**src/rtl/pwm_fade_scheduler.sv**
```systemverilog
// Eight-channel LED PWM scheduler: one shared period counter, per-channel duty/target/step, one round-robin fade engine.
// Latency: a jump command shows on pwm_out_o one frame boundary after acceptance; a fade's first step shows one frame later.
// Backpressure: cmd_ready_o drops for the 8-cycle fade walk at the start of each frame; a held command waits and is never dropped.
//
// Ports:
//   clk, rst_n          clock; asynchronous active-low reset
//   cmd_valid_i/_ready_o command handshake (accepted when both high)
//   cmd_chan_i          channel to update
//   cmd_target_i        requested duty in clocks, clamped to the period P
//   cmd_step_i          fade increment per frame; 0 jumps straight to the target
//   pwm_out_o           registered PWM, one bit per channel
//   busy_o              channel duty has not yet reached its target
//   frame_tick_o        high on the last clock of every frame
// The period P = CLK_FREQ/PWM_FREQ must lie in 16..65535 so the walk fits in one frame.

module pwm_fade_scheduler #(
  parameter int unsigned CLK_FREQ = 25_000_000,
  parameter int unsigned PWM_FREQ = 1250,
  parameter int unsigned N        = 8
) (
  input  logic          clk,
  input  logic          rst_n,
  input  logic          cmd_valid_i,
  output logic          cmd_ready_o,
  input  logic [2:0]    cmd_chan_i,
  input  logic [15:0]   cmd_target_i,
  input  logic [7:0]    cmd_step_i,
  output logic [N-1:0]  pwm_out_o,
  output logic [N-1:0]  busy_o,
  output logic          frame_tick_o
);

  localparam int unsigned P      = CLK_FREQ / PWM_FREQ;
  localparam logic [15:0] P_W    = 16'(P);
  localparam logic [15:0] LAST_W = 16'(P - 1);

  typedef enum logic {IDLE, UPDATE} state_e;

  state_e      state_q, state_d;
  logic [2:0]  idx_q, idx_d;
  logic [15:0] cnt_q, cnt_d;

  // duty_q is the working value the fade engine moves; cmp_q is the shadow
  // the comparator uses, refreshed only at frame ends so a frame never glitches.
  logic [15:0] duty_q   [N];
  logic [15:0] duty_d   [N];
  logic [15:0] cmp_q    [N];
  logic [15:0] cmp_d    [N];
  logic [15:0] target_q [N];
  logic [15:0] target_d [N];
  logic [7:0]  step_q   [N];
  logic [7:0]  step_d   [N];
  logic [N-1:0] pwm_q, pwm_d;

  logic        frame_tick;
  logic        accept;
  logic [15:0] tgt_clamped;

  // Fade arithmetic is done one bit wider so duty + step cannot wrap.
  logic [16:0] f_cur, f_tgt, f_stp, f_sum, f_dif;
  logic [15:0] fade_nxt;

  assign frame_tick   = (cnt_q == LAST_W);
  assign frame_tick_o = frame_tick;
  assign cmd_ready_o  = (state_q == IDLE);
  assign accept       = cmd_valid_i && cmd_ready_o;
  assign tgt_clamped  = (cmd_target_i > P_W) ? P_W : cmd_target_i;
  assign pwm_out_o    = pwm_q;

  // Period counter
  always_comb begin
    cnt_d = frame_tick ? 16'd0 : cnt_q + 16'd1;
  end

  // Fade walk FSM: one channel per cycle, starting the cycle after frame_tick
  always_comb begin
    state_d = state_q;
    idx_d   = idx_q;
    case (state_q)
      IDLE: begin
        if (frame_tick) begin
          state_d = UPDATE;
          idx_d   = 3'd0;
        end
      end
      UPDATE: begin
        idx_d = idx_q + 3'd1;
        if (idx_q == 3'd7) begin
          state_d = IDLE;
        end
      end
      default: begin
        state_d = IDLE;
        idx_d   = 3'd0;
      end
    endcase
  end

  // Next duty for the channel under the walk; never overshoots the target.
  always_comb begin
    f_cur    = {1'b0, duty_q[idx_q]};
    f_tgt    = {1'b0, target_q[idx_q]};
    f_stp    = {9'd0, step_q[idx_q]};
    f_sum    = f_cur + f_stp;
    f_dif    = f_cur - f_tgt;
    fade_nxt = duty_q[idx_q];
    if (f_cur < f_tgt) begin
      fade_nxt = (f_sum >= f_tgt) ? target_q[idx_q] : f_sum[15:0];
    end else if (f_cur > f_tgt) begin
      fade_nxt = (f_dif <= f_stp) ? target_q[idx_q] : (duty_q[idx_q] - {8'd0, step_q[idx_q]});
    end
  end

  // Channel state. Commands are only accepted in IDLE, so a command write
  // and a walk write can never hit the same cycle.
  always_comb begin
    duty_d   = duty_q;
    target_d = target_q;
    step_d   = step_q;
    if (accept) begin
      target_d[cmd_chan_i] = tgt_clamped;
      step_d[cmd_chan_i]   = cmd_step_i;
      if (cmd_step_i == 8'd0) begin
        duty_d[cmd_chan_i] = tgt_clamped;
      end
    end
    if (state_q == UPDATE) begin
      duty_d[idx_q] = fade_nxt;
    end
  end

  // Shadow load, compare and busy
  always_comb begin
    cmp_d  = cmp_q;
    pwm_d  = '0;
    busy_o = '0;
    for (int i = 0; i < N; i++) begin
      if (frame_tick) begin
        cmp_d[i] = duty_q[i];
      end
      pwm_d[i]  = (cnt_q < cmp_q[i]);
      busy_o[i] = (duty_q[i] != target_q[i]);
    end
  end

  always_ff @(posedge clk or negedge rst_n) begin
    if (!rst_n) begin
      state_q <= IDLE;
      idx_q   <= 3'd0;
      cnt_q   <= 16'd0;
      pwm_q   <= '0;
      for (int i = 0; i < N; i++) begin
        duty_q[i]   <= 16'd0;
        cmp_q[i]    <= 16'd0;
        target_q[i] <= 16'd0;
        step_q[i]   <= 8'd0;
      end
    end else begin
      state_q  <= state_d;
      idx_q    <= idx_d;
      cnt_q    <= cnt_d;
      pwm_q    <= pwm_d;
      duty_q   <= duty_d;
      cmp_q    <= cmp_d;
      target_q <= target_d;
      step_q   <= step_d;
    end
  end

endmodule

```
**config.mk**
```make
export PLATFORM = sky130hd
export DESIGN_NAME = pwm_fade_scheduler
export DESIGN_NICKNAME = d
export VERILOG_FILES = /design/src/rtl/pwm_fade_scheduler.sv
export SDC_FILE = /design/constraint.sdc
export NUM_CORES = 1
export LEC_CHECK = 0
export ABC_AREA = 1
export CORE_ASPECT_RATIO = 0.8
export CORE_MARGIN = 1
export CORE_UTILIZATION = 58
export DETAILED_ROUTE_END_ITERATION = 6
export GPL_TIMING_DRIVEN = 1
export MAX_ROUTING_LAYER = met4
export PLACE_DENSITY = 0.78
export SLEW_MARGIN = 20
export SYNTH_ARGS = -nofsm -noshare
export SYNTH_HDL_FRONTEND = slang
export SYNTH_SLANG_ARGS = --single-unit
```
**constraint.sdc**
```tcl
create_clock -name clk -period 5.5 [get_ports clk]
set_input_delay 1.65 -clock clk [delete_from_list [all_inputs] [get_ports clk]]
set_output_delay 1.65 -clock clk [all_outputs]
set_load 0.005 [all_outputs]
```
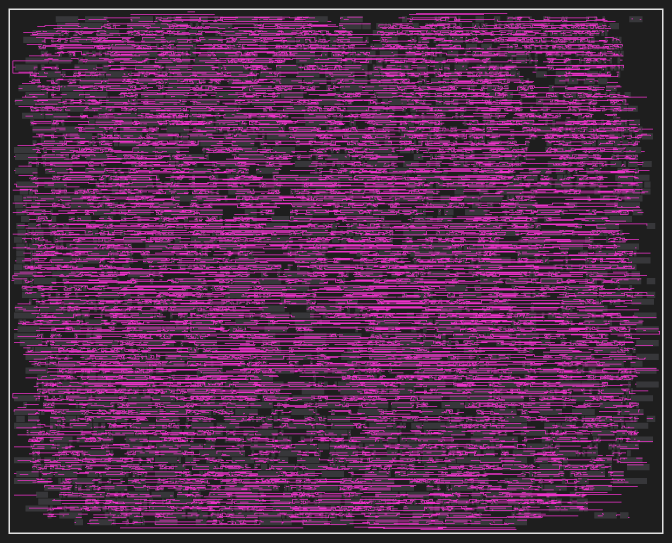
run_1/met1.png
nets with wire on the layer: 4005
share of all routed wire: 42%
Via Count: 28100
Detailed Route WL: 109 mm
met1 Use GR: 0.577

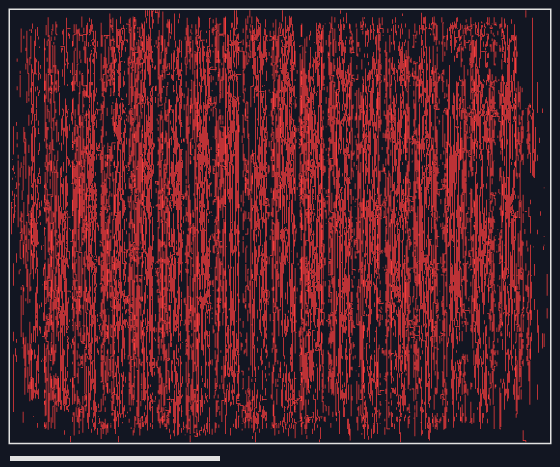
run_1/met2.png
Scale bar: 100 um.
wire length on this layer: 44.6 mm
nets with wire on the layer: 3175
met2 demand-to-capacity share in global routing: 0.588

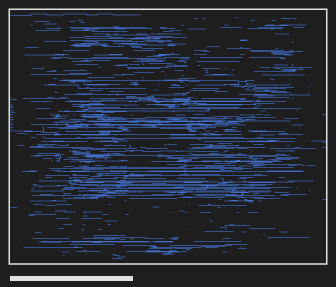
run_1/met3.png
Scale bar: 100 um.
longest straight run: 204 um
nets with wire on the layer: 519
wire length on this layer: 14000 um
share of all routed wire: 13%
global routing usage on met3: 0.134

==> run notes, run 1 <==
Implementation run completed; key figures follow.

Run status:
- The flow ran to the end, and the final reports show no timing, DRC or antenna violations.

Final layout:
- The most common logic cells in the final layout are nand2_1, o21ai_0, inv_1, dfrtp_1, a21oi_1.
- The run puts the fraction of area in clock buffers and inverters at 0.0465.
- The number of multi-input combinational cells in the layout is 2763.
- The run puts the filler cell count in the final layout at 4511.
- The run gives the share of the final layout cell area in multi-input gates as 0.464.
- Counting only logic cells after layout, the most numerous master is nand2_1.
- The run gives the non-clock buffer contribution to total cell area as 0.0464.
- The run puts the non-clock buffer total of the final layout at between 150 and 200.
- The run puts the count of sequential standard cells at 476.
- Relative to the synthesized area, the layout overhead comes to 10.5%.
- The finished layout reports a core utilization of 0.652.
- The run puts the proportion of cell area occupied by registers at 0.356.
- The run puts the number of clock buffers in the layout at slightly above 70.
- Per the layout report, the design carries between 500 and 600 non-clock inverters.
- In the final design database the tool counted ~4200 nets.
- The area taken by sequential standard cells is reported as between 10000 and 15000 um2.
- The run gives the diode insertion count for antenna repair as 1.
- The biggest slice of the area belongs to multi-input combinational cells.
- The run puts the share of cells above drive strength 1 at 0.0870.
- The run puts the footprint of the multi-input gates at between 15000 and 20000 um2.

Route:
- The run gives the starting DRC count in detailed routing as 4089.
- The run puts the final routed DRC violation total at 0.
- The run gives the number of iterations in the first detailed-routing pass as 6.
- The run gives the tally of nets with antenna violations remaining after routing as 0.
- The run gives the routed wire length per instance as 23.1 um.
- The run puts the vias per cell at 5.95.

Die:
- The run gives the die extent in x as 257 um.
- The run puts the total number of placement rows at around 74.
- The run puts the core region area at between 50000 and 60000 um2.
- The run puts the pre-placement core utilization at 0.590.
- Tap insertion was completed with a little under 700 tapcells.
- The run gives the overall chip area as about 53000 um2.
- The run gives the vertical die dimension as 206 um.
- In this run the count of I/O pins placed on the die edge is about 48.

Synth:
- The run gives the number of different library cells in the post-synthesis netlist as ~65.
- The run puts the synthesized netlist cell count at 3962.
- The run gives the predominant post-synthesis flop cell as dfrtp_1.
- The main area contributors are dfrtp_1, nand2_1, o21ai_0, ha_1, inv_1.
- The warning tally printed by Yosys for this design is 0.
- After synthesis, the mean cell area works out to about 7.6 um2.
- Yosys reported a register bit count of roughly 480.
- The run gives the netlist area before placement as ~30000 um2.
- The run puts the share of flip-flops with an asynchronous set or reset after synthesis at 1.00.
- Looking at area per cell type in the netlist, the leader is dfrtp_1.
- The run gives the post-synth area from yosys stat as about 30000 um2.
- The run puts the cell count in the Yosys report at ~4000.
- The area fraction of the largest cell type after synthesis is 0.394.
- The run gives the count of flip-flops with a built-in enable after synthesis as 0.
- At floorplan, the net count of the design was reported as ~4200.
- For this run, the register share of the synthesized area comes to 0.394.

Global route:
- The run gives the first-pass GRT wire length as between 150 and 200 mm.
- The run gives the via count of the first global-routing pass as between 20000 and 30000.
- The run puts the pin count of the biggest net entering global routing at approximately 250.
- The run gives the aggregate global routing overflow as 0.
- The run gives the initial antenna violation count as 4.
- The run puts the global router's overall resource usage at 0.427.

Power and ir drop:
- The run gives the leakage power as around 16 nW.
- The internal power of the cells totals 6.25 mW.
- The run gives the switching share of power as 0.326.
- The run puts the net switching power of the design at 3.02 mW.
- Power spread over the standard cell area amounts to about 280 nW/um2.
- The run gives the post-layout total power as a little over 9 mW.
- Of the total power, the clock network draws 0.363.
- The run puts the combinational cell fraction of total power at 0.210.
- The run gives the largest vdd supply drop as ~0.26 mV.
- The power report attributes to the sequential group a share of 0.427.

Timing:
- Setup repair after global routing left no endpoint under its margin.
- The run gives the total setup violations reported at the end of the flow as 0.
- The run gives the normalized max-slew margin as 0.229.
- The run puts the worst clock skew on the final layout at around 0.030 ns.
- The run puts the top achievable clock speed at ~190 MHz.
- The run puts the worst hold margin at 0.481 ns.
- The run gives the number of hold violations in the final report as 0.
- The run puts the transition time of the tightest slew-check pin at 1.16 ns.
- The run puts the final critical-path share of the clock period at 0.949.
- The run gives the slack of the critical path as between 0.2 and 0.3 ns.
- In the final report, the number of pins over their slew limit comes to 0.
- The run gives the total negative slack as 0 ns.
- The run gives the minimum period implied by the final worst setup slack as roughly 5.2 ns.

Clock network:
- Clock tree synthesis inserted a total of 49 buffers.
- Counting along the longest clock path gives a buffer depth of 3.
- The run puts the number of hold buffers added after cts at 0.
- The H-tree was split into 2 levels.
- Clock-pin slew was measured on the worst setup and hold paths at approximately 0.06 ns.
- The run puts the clock sink count at approximately 480.
- TritonCTS built the clock tree.
- The run gives the clock insertion delay at the later pin of the skew report as roughly 0.64 ns.
- Looking at the clock tree report, the root buffer type is clkbuf_16.

Run:
- The run reported a max-capacitance violation count of 0.
- In this run the tools logged warnings totalling 46.

Setup path:
- The run gives the delay of the slowest cell on the worst path as roughly 0.54 ns.
- The run gives the endpoint arrival time on the critical path as 5.71 ns.
- The run gives the most numerous cell on the critical path as nand2_1.
- The run gives the master of the slowest instance on the critical path as dfrtp_4.
- STA classifies the critical path endpoint as a register.
- The run gives the highest fanout seen on the critical path as 21.
- For reference, the most critical setup path is categorized as reg2reg.
- The run gives the startpoint type of the worst setup path as a register.
- According to the timing report, the data required time at the worst endpoint equals ~6 ns.

Place:
- The run puts the weighted congestion reported at the end of routability-driven placement at between 1 and 1.5.
- The run gives the number of buffer cells added on primary ports as ~47.
- The run puts the worst setup slack after placement at 0.145 ns.
- The run gives the detailed placement HPWL as 82.3 mm.

Worst hold path:
- The run gives the worst min-delay path category as reg2reg.
run 1: layer usage:
metal / share of wire / wire length (um) / global-route usage
met1: 0.42 / 45600 / 0.577
met3: 0.13 / 14000 / 0.134
met2: 0.41 / 44600 / 0.588
met5: 0 / 0 / -
met4: 0.048 / 5270 / 0.179
run 1: worst paths after layout:
path	from	end	slack, ns	cells past startpoint
worst max-delay path	idx_q[0]	duty_q[76]	0.28	34
worst min-delay path	step_q[11]	step_q[11]	0.48	2
worst max register to register	idx_q[0]	duty_q[76]	0.28	34
worst min register to register	step_q[11]	step_q[11]	0.48	2
max in group asynchronous	rst_n	duty_q[57]	3.32	2
min in group asynchronous	rst_n	target_q[117]	0.90	1
run 1: power by group through the flow:
stage | combinational (mW) | sequential (mW) | clock (mW)
global placement | 1.80 | 4.00 | 0
detailed placement | 1.82 | 4.00 | 0
finish | 1.95 | 3.95 | 3.36
global route | 2.14 | 3.97 | 3.50
CTS | 1.83 | 3.94 | 3.37
floorplan | 1.22 | 3.92 | 0
run 1: registers in the layout, summed over array words and instances (netlist names):
| signal | flops |
|---|---|
| cmp_q | 128 |
| cnt_q | 16 |
| duty_q | 128 |
| idx_q | 3 |
| pwm_out_o | 8 |
| state_q | 1 |
| step_q | 64 |
| target_q | 128 |
run 1: cell families (layout without fill, tap and decap cells):
logic type	after synthesis	count (layout)	synth area share
flip-flops	476	476	0.394
AND/OR/NAND/NOR	1502	1503	0.225
adder cells (fa/ha/maj)	182	182	0.0760
other	0	1	0
XOR/XNOR	121	121	0.0350
AND-OR/OR-AND	957	957	0.169
buffers and inverters	724	805	0.101
run 1: through the flow:
| stage | area, um2 | cells |
|---|---|---|
| final | 33400 | 4729 |
| after global routing | 33400 | 4728 |
| after CTS | 33200 | 4718 |
| after detailed placement | 31600 | 4633 |
| after global placement | 31600 | 4633 |
| after floorplan | 30300 | 3962 |
run 1: repair_timing:
item | CTS | global route
setup buffers | 0 | 9
endpoints found under the setup margin | 0 | 128
resized | 0 | 39
run 1: cell usage after synthesis (8+ instances only):
| library cell | number |
|---|---|
| nand2_1 | 940 |
| o21ai_0 | 569 |
| inv_1 | 524 |
| dfrtp_1 | 476 |
| a21oi_1 | 254 |
| nor2_1 | 200 |
| ha_1 | 179 |
| nand3_1 | 134 |
| xor2_1 | 119 |
| clkbuf_1 | 100 |
| nand4_1 | 46 |
| buf_2 | 39 |
| nor3_1 | 31 |
| nor4_1 | 29 |
| o22ai_1 | 29 |
| nand2_4 | 25 |
| nand2_2 | 20 |
| o211ai_1 | 19 |
| buf_6 | 17 |
| a221oi_1 | 16 |
| o21a_1 | 15 |
| a211oi_1 | 12 |
| nand3_4 | 12 |
| nand3b_1 | 11 |
| inv_2 | 10 |
| a31oi_1 | 9 |
| o21ai_1 | 9 |
| or2_2 | 9 |
| clkdlybuf4s15_1 | 8 |
| nor2_2 | 8 |
| nor2_4 | 8 |
run 1: critical path: cells and delay by family, from the launching register on:
family,cells,cell delay (ns)
compound gates,1,0.15
simple gates,22,2.42
flops,1,0.54
buf+inv,8,1.05
xor+xnor,1,0.20
fa+ha+maj,2,0.73
==> inputs of run 2 (changes only) <==
--- a/config.mk
+++ b/config.mk
@@ -8,8 +8,9 @@
 export ABC_AREA = 1
 export CORE_ASPECT_RATIO = 0.8
 export CORE_MARGIN = 1
-export CORE_UTILIZATION = 58
+export CORE_UTILIZATION = 59
 export DETAILED_ROUTE_END_ITERATION = 6
+export DONT_BUFFER_PORTS = 1
 export GPL_TIMING_DRIVEN = 1
 export MAX_ROUTING_LAYER = met4
 export PLACE_DENSITY = 0.78
==> run 2 against run 1 <==
Compared with the run above:
- first-iteration DRC count down 8.9%
- cell area down 0.98%
- the run now ends with design-rule violations, max-slew violations left
- hold slack worse by 0.0015 ns
- largest cell class unchanged
- wire length up 0.34%
- cell count down 0.89%
- flip-flop count unchanged
- critical endpoint is now duty_q[107]
- worst setup slack better by 0.038 ns
- die size down 1.7%
- maximum frequency up 0.73%
- non-clock buffer count down 39
==> run notes, run 2 <==
Implementation run completed; key figures follow.

Run status:
- The flow ran to the end, but the final reports show violations.
- The final reports fail on design-rule violations, max-slew violations.

Timing:
- The run gives the worst clock skew on the final layout as just under 0.06 ns.
- The run gives the number of hold violations in the final report as 0.
- The end-of-flow timing check tallies setup violations at 0.
- Setup total negative slack on the finished layout was measured at 0 ns.
- The run puts the number of pins with negative max-slew slack in the final report at between 200 and 300.
- The run puts the transition time of the tightest slew-check pin at between 2 and 3 ns.
- Setup repair after global routing left no endpoint under its margin.
- The run puts the normalized max-slew margin at -0.706.
- Of the available clock period, the critical path in the final layout requires 0.942.
- The flow reports an fmax of about 190 MHz.
- The run puts the slack of the critical path at approximately 0.32 ns.
- The run puts the minimum period implied by the final worst setup slack at about 5.2 ns.

Final layout:
- The run gives the share of cells above drive strength 1 as 0.0910.
- The largest registers in the layout are cmp_q x128, duty_q x128, target_q x128.
- The run gives the filler cell count in the final layout as about 4400.
- Leaving out fill and tap cells, the most frequent cells in the layout are nand2_1, o21ai_0, inv_1, dfrtp_1, a21oi_1.
- Per the cell usage report, the commonest logic cell in the layout is nand2_1.
- The run puts the area overhead of the layout relative to synthesis at 9.41%.
- The net count of the finished layout is 4183.

Route:
- The run gives the final routed DRC violation total as 13.
- The run gives the starting DRC count in detailed routing as 3727.
- The run gives the routed wire length per instance as 23.4 um.
- Dividing the detail-routed via count by the number of cells gives 5.98.
- The run gives the number of iterations in the first detailed-routing pass as 7.
- In this run the remaining antenna-violating nets after routing total 0.

Power and ir drop:
- The share of total power dissipated in combinational logic is 0.200.
- The run puts the largest vdd supply drop at approximately 0.27 mV.
- The run gives the cell-internal power as 6.41 mW.
- The run gives the share of total power in the clock network as 0.377.
- Dividing total power by cell area gives a power density of 283 nW/um2.
- The run puts the register share of total power at 0.423.
- The power report puts the net switching power at a little under 3 mW.
- The run puts the post-layout total power at about 9.4 mW.
- The power report puts the leakage power at 15.6 nW.
- The run puts the switching share of power at 0.314.

Synth:
- Summed over all instances, the cell type with the most area after synthesis is dfrtp_1.
- The run puts the synthesized netlist cell count at between 3000 and 4000.
- The most common cell in the synthesized netlist is nand2_1.
- The run puts the count of flip-flops with a built-in enable after synthesis at 0.
- The run puts the number of warnings printed during yosys synthesis at 0.
- Sorting the synthesized cells by how often they occur yields nand2_1, o21ai_0, inv_1.
- The main area contributors are dfrtp_1, nand2_1, o21ai_0, ha_1, inv_1.
- The run puts the number of storage elements in the synthesis netlist at around 480.
- After synthesis, the chip area reported by Yosys is 30300 um2.
- The run puts the number of different library cells in the post-synthesis netlist at about 65.
- The run gives the predominant post-synthesis flop cell as dfrtp_1.
- The synthesized netlist was found by Yosys to have around 4000 cells.
- The run gives the per-instance average area after synthesis as about 7.6 um2.
- The run puts the total nets after synthesis at approximately 4200.
- The run puts the proportion of synthesized chip area in sequential cells at 0.394.
- The run puts the share of flip-flops with an asynchronous set or reset after synthesis at 1.00.
- Summing every instance area after synthesis gives between 30000 and 40000 um2.
- Of the post-synthesis cell area, the dominant cell type holds 0.394.

Setup path:
- The worst setup path is captured at a register.
- In this design, the largest share of critical-path delay is due to simple AND/OR/NAND/NOR gates.
- The worst register-to-register path has a setup slack of around 0.32 ns.
- In the setup report, the worst path falls into the class reg2reg.
- Among all stages on the critical path, the largest delay is contributed by dfrtp_4.
- The timing report shows the most common cell along the critical path to be nand2_1.
- The run gives the worst reg2reg path startpoint as idx_q[0].
- The run gives the highest fanout seen on the critical path as 53.
- The worst setup path is launched from a register.
- The script reports the combined buffer and inverter count of the critical path as 4.
- The run gives the depth of the most critical reg-to-reg path as 28.
- The endpoint identified for the worst register-to-register timing path is duty_q[107].
- The run puts the delay of the slowest cell on the worst path at between 0.5 and 0.6 ns.
- In this run the number of cells on the critical path is 28.
- The run gives the endpoint arrival time on the critical path as 5.64 ns.
- The run puts the worst path required time at between 5 and 6 ns.

Die:
- The run gives the core region area as between 50000 and 60000 um2.
- The floorplan step set the die height to about 200 um.
- Per the OpenROAD floorplan log, the width of the die is between 200 and 300 um.
- The run puts the overall chip area at between 50000 and 60000 um2.
- The run puts the number of top-level design ports at between 40 and 50.
- The run puts the pre-placement core utilization at 0.603.
- After floorplanning, the core was divided into around 73 placement rows.

Worst hold path:
- Note that the worst hold path type here is reg2reg.
- The endpoint of the worst hold path is reported as step_q[11].
- The run gives the cell count of the worst hold path as 2.
- Looking at hold timing, the worst path starts from step_q[11].

Global route:
- The run puts the via count of the first global-routing pass at between 20000 and 30000.
- The first global-routing pass estimated approximately 160 mm of wire.
- The run gives the global router's overall resource usage as 0.439.
- The initial antenna violation count came to 4.
- Summed over all layers, the global routing overflow is 0.
- The run gives the pin count of the biggest net entering global routing as roughly 480.

Place:
- Timing analysis after detailed placement gives a worst setup slack of approximately 0.15 ns.
- Detailed placement finished with a half-perimeter wire length of 81.1 mm.
- Buffers placed on the I/O ports in this run total 0.
- Routability-driven placement finished with a final weighted congestion of 1.06.

Clock network:
- The run gives the TritonCTS buffer count as roughly 50.
- The run gives the TritonCTS clock tree as done.
- The clock H-tree reported by CTS has 2 levels.
- The run gives the clock insertion delay at the later pin of the skew report as ~0.63 ns.
- The run gives the clock transition at the registers of the reported paths as about 0.06 ns.
- After clock tree synthesis, the flow added hold-fix buffers numbering 0.
- The cell sitting at the root of the clock tree is a clkbuf_16.
- The run gives the buffer levels on the longest clock path as 3.
- The tree built by TritonCTS fans out to roughly 480 sinks.

Run:
- The run puts the number of warnings in the stage logs at 41.
- The run puts the max-cap check violation count at 0.
==> run 2: cell counts after synthesis <==
Identical to the previous run, type by type.
==> run 2: how the worst max path moves through the flow <==
stage | start | end
after floorplan | idx_q[0] | duty_q[119]
after global placement | idx_q[2] | duty_q[30]
after detailed placement | idx_q[2] | duty_q[25]
after CTS | idx_q[2] | duty_q[117]
after global routing | idx_q[0] | duty_q[113]
final | idx_q[0] | duty_q[107]
==> run 2: kinds of logic after synthesis <==
group | synth area share
AOI/OAI and AO/OA | 0.169
and+or+nand+nor | 0.225
xor gates and xnor gates | 0.0350
adders and majority gates | 0.0760
DFF | 0.394
buffers and inverters | 0.101
==> run 2: metal layers <==
layer / global-route usage / wire (um)
met1: 0.608 / 45500
met2: 0.597 / 44700
met3: 0.132 / 14500
met4: 0.174 / 5150
met5: - / 0
==> run 2: stage by stage <==
| step | utilization | cells | instance area, um2 | hold WS, ns |
|---|---|---|---|---|
| 2_1_floorplan | - | 3962 | 30300 | 0.445 |
| 3_3_place_gp | 0.623 | 4588 | 31200 | 0.461 |
| 3_5_place_dp | 0.623 | 4588 | 31200 | 0.468 |
| 4_1_cts | 0.656 | 4678 | 32900 | 0.484 |
| 5_1_grt | 0.660 | 4686 | 33100 | 0.497 |
| 6_report | 0.660 | 4687 | 33100 | 0.479 |
==> run 2: layout make-up <==
cell class / instances / area [um2] / area share
repair buffers: 138 / 1180 / 0.0358
diodes: 3 / 7.51 / 0.000227
clock inverters: 18 / 225 / 0.00680
clock buffers: 72 / 1430 / 0.0433
multi-input cells: 2762 / 15400 / 0.466
inverters: 543 / 2050 / 0.0620
well taps: 675 / 845 / 0.0255
flip-flops and latches: 476 / 11900 / 0.360
==> run 2: power groups by stage <==
stage          registers (mW)  clock network, mW  logic [mW]
2_1_floorplan            3.92                  0        1.22
5_1_grt                  3.97               3.65        2.06
6_report                 3.96               3.53        1.87
3_3_place_gp             4.00                  0        1.78
3_5_place_dp             4.00                  0        1.79
4_1_cts                  3.94               3.52        1.80
==> run 2: worst min-delay path, stage by stage (launching register included) <==
cell,delay [ns]
dfrtp_1,0.33
nand2_1,0.05
o21ai_0,0.06
==> run 2: timing repair <==
item / 4_1_cts / 5_1_grt
resized: 0 / 30
endpoints found under the hold margin: 0 / 0
setup buffers: 0 / 5
setup endpoints to repair: 0 / 128
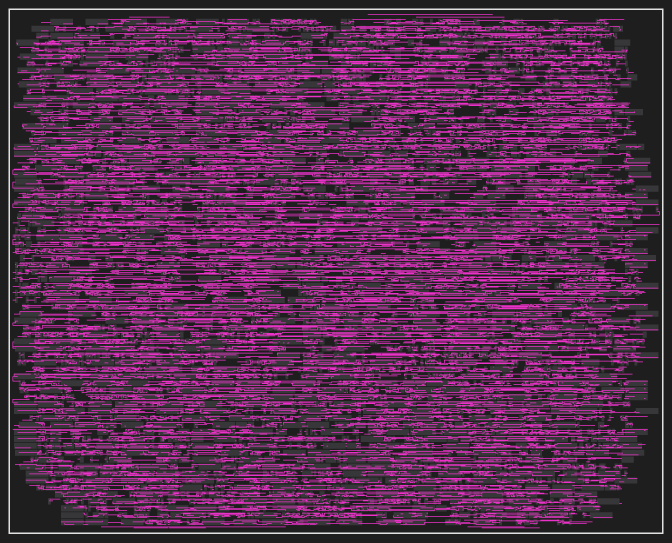
run_2/met1.png
longest straight run: 138 um
main direction: horizontal
nets with wire on the layer: 3996
Via Count: 28000
met1 Use GR: 0.608
Detailed Route WL: 110 mm

No activity file was given, so power comes from the tool's default toggle rates.
